$ cat src/rtl/hamming_frame_encoder.sv
// rtl/hamming_frame_encoder.sv - serial Hamming(7,4) frame encoder with sync header, interleaver and double buffer
// Optional build macro: HAMMING_SECDED_EN selects Hamming(8,4) SECDED blocks (cw[7] = overall even parity).

module hamming_frame_encoder #(
    parameter int         NUM_BLOCKS = 8,
    parameter logic [7:0] SYNC_WORD  = 8'h7E,
    parameter int         INTERLEAVE = 1
) (
    input  logic        clk,
    input  logic        rst_n,
    input  logic        in_data,
    input  logic        in_valid,
    output logic        in_ready,
    output logic        out_data,
    output logic        out_valid,
    input  logic        out_ready,
    output logic        out_sof,
    output logic        out_eof,
    output logic [15:0] frame_count
);

`ifdef HAMMING_SECDED_EN
    localparam int BLK_W = 8;
`else
    localparam int BLK_W = 7;
`endif
    localparam int DATA_W    = 4 * NUM_BLOCKS;
    localparam int PAYLOAD_W = BLK_W * NUM_BLOCKS;
    localparam int FRAME_W   = 8 + PAYLOAD_W;
    localparam int WR_W      = $clog2(DATA_W);
    localparam int RD_W      = $clog2(FRAME_W);

    typedef enum logic {
        IDLE = 1'b0,
        SEND = 1'b1
    } state_t;

    state_t               state;
    state_t               state_nxt;

    logic [DATA_W-1:0]    col_data;
    logic [WR_W-1:0]      wr_cnt;
    logic                 col_full;

    logic [FRAME_W-1:0]   tx_buf;
    logic [RD_W-1:0]      rd_cnt;
    logic [15:0]          frame_cnt;

    logic [PAYLOAD_W-1:0] payload;
    logic [FRAME_W-1:0]   frame_word;
    logic [3:0]           nib;
    logic [BLK_W-1:0]     cw;

    logic                 accept_in;
    logic                 tx_adv;
    logic                 last_tx;
    logic                 load;

    // The collector is the input half of the double buffer: it refills while tx_buf drains
    assign in_ready    = ~col_full;
    assign accept_in   = in_valid & in_ready;
    assign tx_adv      = (state == SEND) & out_ready;
    assign last_tx     = tx_adv & (rd_cnt == RD_W'(FRAME_W - 1));
    // Loading on the last accepted bit gives back-to-back frames with no idle cycle
    assign load        = col_full & ((state == IDLE) | last_tx);
    assign frame_count = frame_cnt;

    // Encode every nibble of the collected word and place its codeword bits in the payload
    always_comb begin
        payload = '0;
        nib     = '0;
        cw      = '0;
        for (int i = 0; i < NUM_BLOCKS; i++) begin
            nib     = col_data[4*i +: 4];
            cw      = '0;
            cw[6:0] = {nib[3], nib[2], nib[1],
                       nib[1] ^ nib[2] ^ nib[3],
                       nib[0],
                       nib[0] ^ nib[2] ^ nib[3],
                       nib[0] ^ nib[1] ^ nib[3]};
`ifdef HAMMING_SECDED_EN
            cw[7]   = ^cw[6:0];
`endif
            for (int j = 0; j < BLK_W; j++) begin
                if (INTERLEAVE != 0) begin
                    payload[j*NUM_BLOCKS + i] = cw[j];
                end else begin
                    payload[BLK_W*i + j] = cw[j];
                end
            end
        end
        frame_word = {SYNC_WORD, payload};
    end

    // Input collector: shift bits in MSB first until DATA_W bits are held, then wait for a load
    always_ff @(posedge clk or negedge rst_n) begin
        if (!rst_n) begin
            col_data <= '0;
            wr_cnt   <= '0;
            col_full <= 1'b0;
        end else if (load) begin
            col_data <= '0;
            wr_cnt   <= '0;
            col_full <= 1'b0;
        end else if (accept_in) begin
            col_data <= {col_data[DATA_W-2:0], in_data};
            if (wr_cnt == WR_W'(DATA_W - 1)) begin
                wr_cnt   <= '0;
                col_full <= 1'b1;
            end else begin
                wr_cnt <= wr_cnt + WR_W'(1);
            end
        end
    end

    // Transmitter state register
    always_ff @(posedge clk or negedge rst_n) begin
        if (!rst_n) begin
            state <= IDLE;
        end else begin
            state <= state_nxt;
        end
    end

    // Transmitter next-state: stay in SEND across frames when the next one is already waiting
    always_comb begin
        state_nxt = state;
        case (state)
            IDLE: begin
                if (load) begin
                    state_nxt = SEND;
                end
            end
            SEND: begin
                if (last_tx) begin
                    state_nxt = load ? SEND : IDLE;
                end
            end
            default: state_nxt = IDLE;
        endcase
    end

    // Transmitter outputs decode from state and registered data only, so they hold while stalled
    always_comb begin
        out_valid = 1'b0;
        out_data  = 1'b0;
        out_sof   = 1'b0;
        out_eof   = 1'b0;
        if (state == SEND) begin
            out_valid = 1'b1;
            out_data  = tx_buf[FRAME_W-1];
            out_sof   = (rd_cnt == '0);
            out_eof   = (rd_cnt == RD_W'(FRAME_W - 1));
        end
    end

    // Transmit buffer shifts MSB out on each accepted bit; frame counter wraps naturally
    always_ff @(posedge clk or negedge rst_n) begin
        if (!rst_n) begin
            tx_buf    <= '0;
            rd_cnt    <= '0;
            frame_cnt <= '0;
        end else begin
            if (load) begin
                tx_buf <= frame_word;
                rd_cnt <= '0;
            end else if (tx_adv) begin
                tx_buf <= {tx_buf[FRAME_W-2:0], 1'b0};
                rd_cnt <= last_tx ? '0 : rd_cnt + RD_W'(1);
            end
            if (last_tx) begin
                frame_cnt <= frame_cnt + 16'd1;
            end
        end
    end

endmodule

$ cat config.mk
export PLATFORM = sky130hd
export DESIGN_NAME = hamming_frame_encoder
export DESIGN_NICKNAME = d
export VERILOG_FILES = /design/src/rtl/hamming_frame_encoder.sv
export SDC_FILE = /design/constraint.sdc
export NUM_CORES = 1
export LEC_CHECK = 0
export CAP_MARGIN = 20
export CORE_ASPECT_RATIO = 0.5
export CORE_MARGIN = 10
export CORE_UTILIZATION = 55
export CTS_BUF_LIST = sky130_fd_sc_hd__clkbuf_4 sky130_fd_sc_hd__clkbuf_8
export DETAILED_ROUTE_END_ITERATION = 8
export HOLD_SLACK_MARGIN = 0.03
export PLACE_DENSITY_LB_ADDON = 0.12
export SYNTH_ARGS = -nofsm -noshare
export SYNTH_HDL_FRONTEND = slang
export SYNTH_SLANG_ARGS = --single-unit
$ cat constraint.sdc
create_clock -name clk -period 1.74 [get_ports clk]
set_input_delay 0.174 -clock clk [delete_from_list [all_inputs] [get_ports clk]]
set_output_delay 0.174 -clock clk [all_outputs]
set_load 0.05 [all_outputs]
Fig. 1: drive-strength map
Scale: 4 px per um.
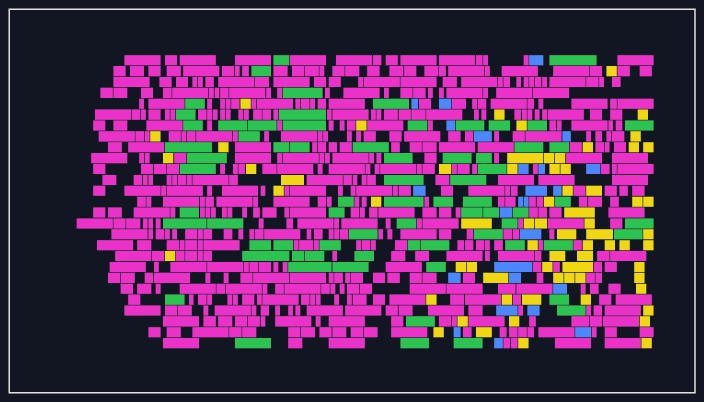
| size | colour | cells | share |
|---|---|---|---|
| x1 and smaller | magenta | 550 | 77% |
| x2 | blue | 25 | 3.5% |
| x3 and x4 | yellow | 68 | 9.5% |
| x6 and larger | green | 71 | 9.9% |
bufs w/o clock: 102
worst setup margin: -0.3770 ns
Area Growth Syn to Fin: 28.40%
post-route cell area: 8055 um2

==> deck_impl_summary.md <==
Key Metrics from the Run

Outcome
  – Status: finished, violations left
  – Violated checks: negative setup slack

Setup path
  – Reg2reg path depth: 10
  – Largest fanout on the critical path: 4
  – Reg2Reg Setup Slack: -0.33 ns
  – Setup crit end kind: output port
  – Arrival time at the worst endpoint: ~1.9 ns
  – Critical path class: reg -> out

Synth
  – Syn. warnings: 0
  – Adder Area Share: less than 1%
  – Mapped Area: approximately 6300 um2
  – Avg Inst Size Synth: approximately 9.7 um2
  – Aoi share: about an eighth
  – Syn nets: roughly 650
  – Asr flop ratio synth: 100.0%
  – Xor+xnor area frac: 7.958%

STA
  – Worst setup margin: -0.3770 ns
  – Tmin final: 2.117 ns
  – Fmax: roughly 0.47 GHz
  – Final setup violation count: just under 70
  – Final period util: 121.7%

Clocking
  – Longest Clk Path Bufs: 2
  – Worst-path clk slew: about 0.080 ns

Power
  – Comb power frac: roughly 30%

Placement
  – GP Congestion: slightly above 0.8

Hold path
  – Hold crit path type: in -> async

Detailed routing
  – Routed WL: roughly 16000 um
  – Routed len/inst: ~18 um
  – Post-route ant nets: 0

Global routing
  – First-pass GRT wire length: approximately 24000 um

Floorplan
  – Die Y: approximately 96 um
  – Io pins: 26
Fig. 2: signal metal coverage by tile
Scale: 3 px per um. 34 x 19 tiles, from black (low) to pale yellow (high), scaled to the fullest tile. Values are wire area over tile area, all layers added.
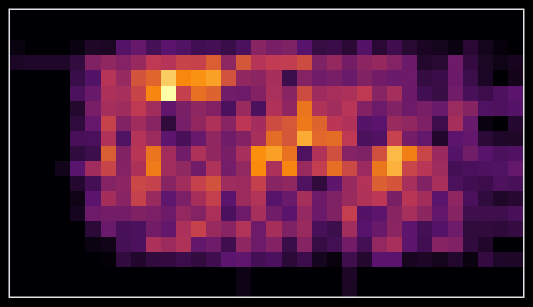
nearly empty tiles: 31%
densest ninth of the die: middle
tiles over half the peak: 11%
fullest tile: 0.69
mean over tiles: 0.16
emptiest ninth of the die: bottom left

-- area by class of cell --
| type | count | area, um2 |
|---|---|---|
| Sequential cell | 125 | 3129 |
| Clock buffer | 19 | 255.2 |
| Tap cell | 145 | 181.4 |
| Clock inverter | 13 | 165.2 |
| Fill cell | 737 | 3025 |
| Inverter | 4 | 15.01 |
| Multi-Input combinational cell | 451 | 2924 |
| Timing Repair Buffer | 102 | 1385 |
-- power by group through the flow --
stage	Clock, mW	Sequential [mW]	Combinational, mW
2_1_floorplan	0	3.81	2.54
3_3_place_gp	0	4.34	2.58
3_5_place_dp	0	4.34	2.64
4_1_cts	2.74	4.28	2.76
5_1_grt	2.88	4.43	3.28
6_report	2.72	4.33	2.98
-- what timing repair did --
item,in CTS,in global routing
hold endpoints to repair,31,0
cloned,9,8
hold buffers,1,0
setup endpoints to repair,32,107
pin swaps,3,6
resized,31,30
setup buffers,14,13
-- state kept, by name, summed over array words and instances, names as in the netlist --
register     cells
rd_cnt           6
state            1
col_data        32
tx_buf          64
frame_count     16
wr_cnt           5
col_full         1
-- worst max-delay path, stage by stage, from the launching register on --
cell and delay (ns):
dfrtp_1 0.43, inv_2 0.10, ha_4 0.13, or4b_4 0.46
nor3b_4 0.22, buf_12 0.16
-- worst max-delay path by stage --
stage / depth (start not counted) / endpoint / from / slack [ns]
finish: 5 / out_sof / rd_cnt[1] / -0.38
global route: 5 / out_sof / rd_cnt[0] / -0.43
CTS: 5 / out_sof / rd_cnt[1] / -0.36
detailed placement: 7 / tx_buf[48] / out_ready / -0.04
global placement: 7 / col_data[0] / out_ready / -0.03
floorplan: 4 / out_sof / rd_cnt[0] / -0.002
-- metal layers --
| layer | vias to the layer above | global-route usage [%] | share of wire (%) |
|---|---|---|---|
| li1 | 2332 | - | - |
| met1 | 2470 | 24.34 | 45 |
| met2 | 188 | 28.51 | 45 |
| met3 | 38 | 5.317 | 7.9 |
| met4 | 0 | 7.405 | 1.9 |
| met5 | - | 0 | 0 |
-- cell usage in the layout, fill, tap and decap left out, types with 3 or more instances in the layout --
cell,instances
a21oi_1,5
a31oi_1,48
and2_1,3
and3_1,4
buf_12,19
buf_16,4
buf_4,48
buf_6,9
buf_8,5
bufbuf_16,4
bufinv_16,3
clkbuf_16,7
clkbuf_8,18
clkinvlp_4,4
dfrtp_1,124
mux2i_1,41
nand2_1,130
nand3_1,11
nand4_1,9
nor2_1,53
o21ai_0,7
o21ai_1,5
o2bb2ai_1,34
xnor2_1,51
xor2_1,6
-- kinds of logic (layout without fill, tap and decap cells) --
logic type,count (synthesis),after routing
AND/OR/NAND/NOR,236,236
multiplexers,42,42
buffers and inverters,68,138
XOR/XNOR,57,57
AND-OR/OR-AND,111,111
adder cells (fa/ha/maj),5,5
flip-flops,125,125
-- metrics by stage --
step	setup WS [ns]	power, mW	hold WS, ns	setup TNS [ns]	area, um2
global route	-0.4342	10.58	0.2730	-20.05	8055
finish	-0.3770	10.03	0.2368	-15.18	8055
global placement	-0.03050	6.914	0.1700	-0.6493	6819
floorplan	-0.001579	6.348	-0.1216	-0.001579	6290
CTS	-0.3618	9.780	0.2245	-14.89	7729
detailed placement	-0.03513	6.979	0.1787	-0.4610	6819
Power is estimated from default activity; no workload was simulated.
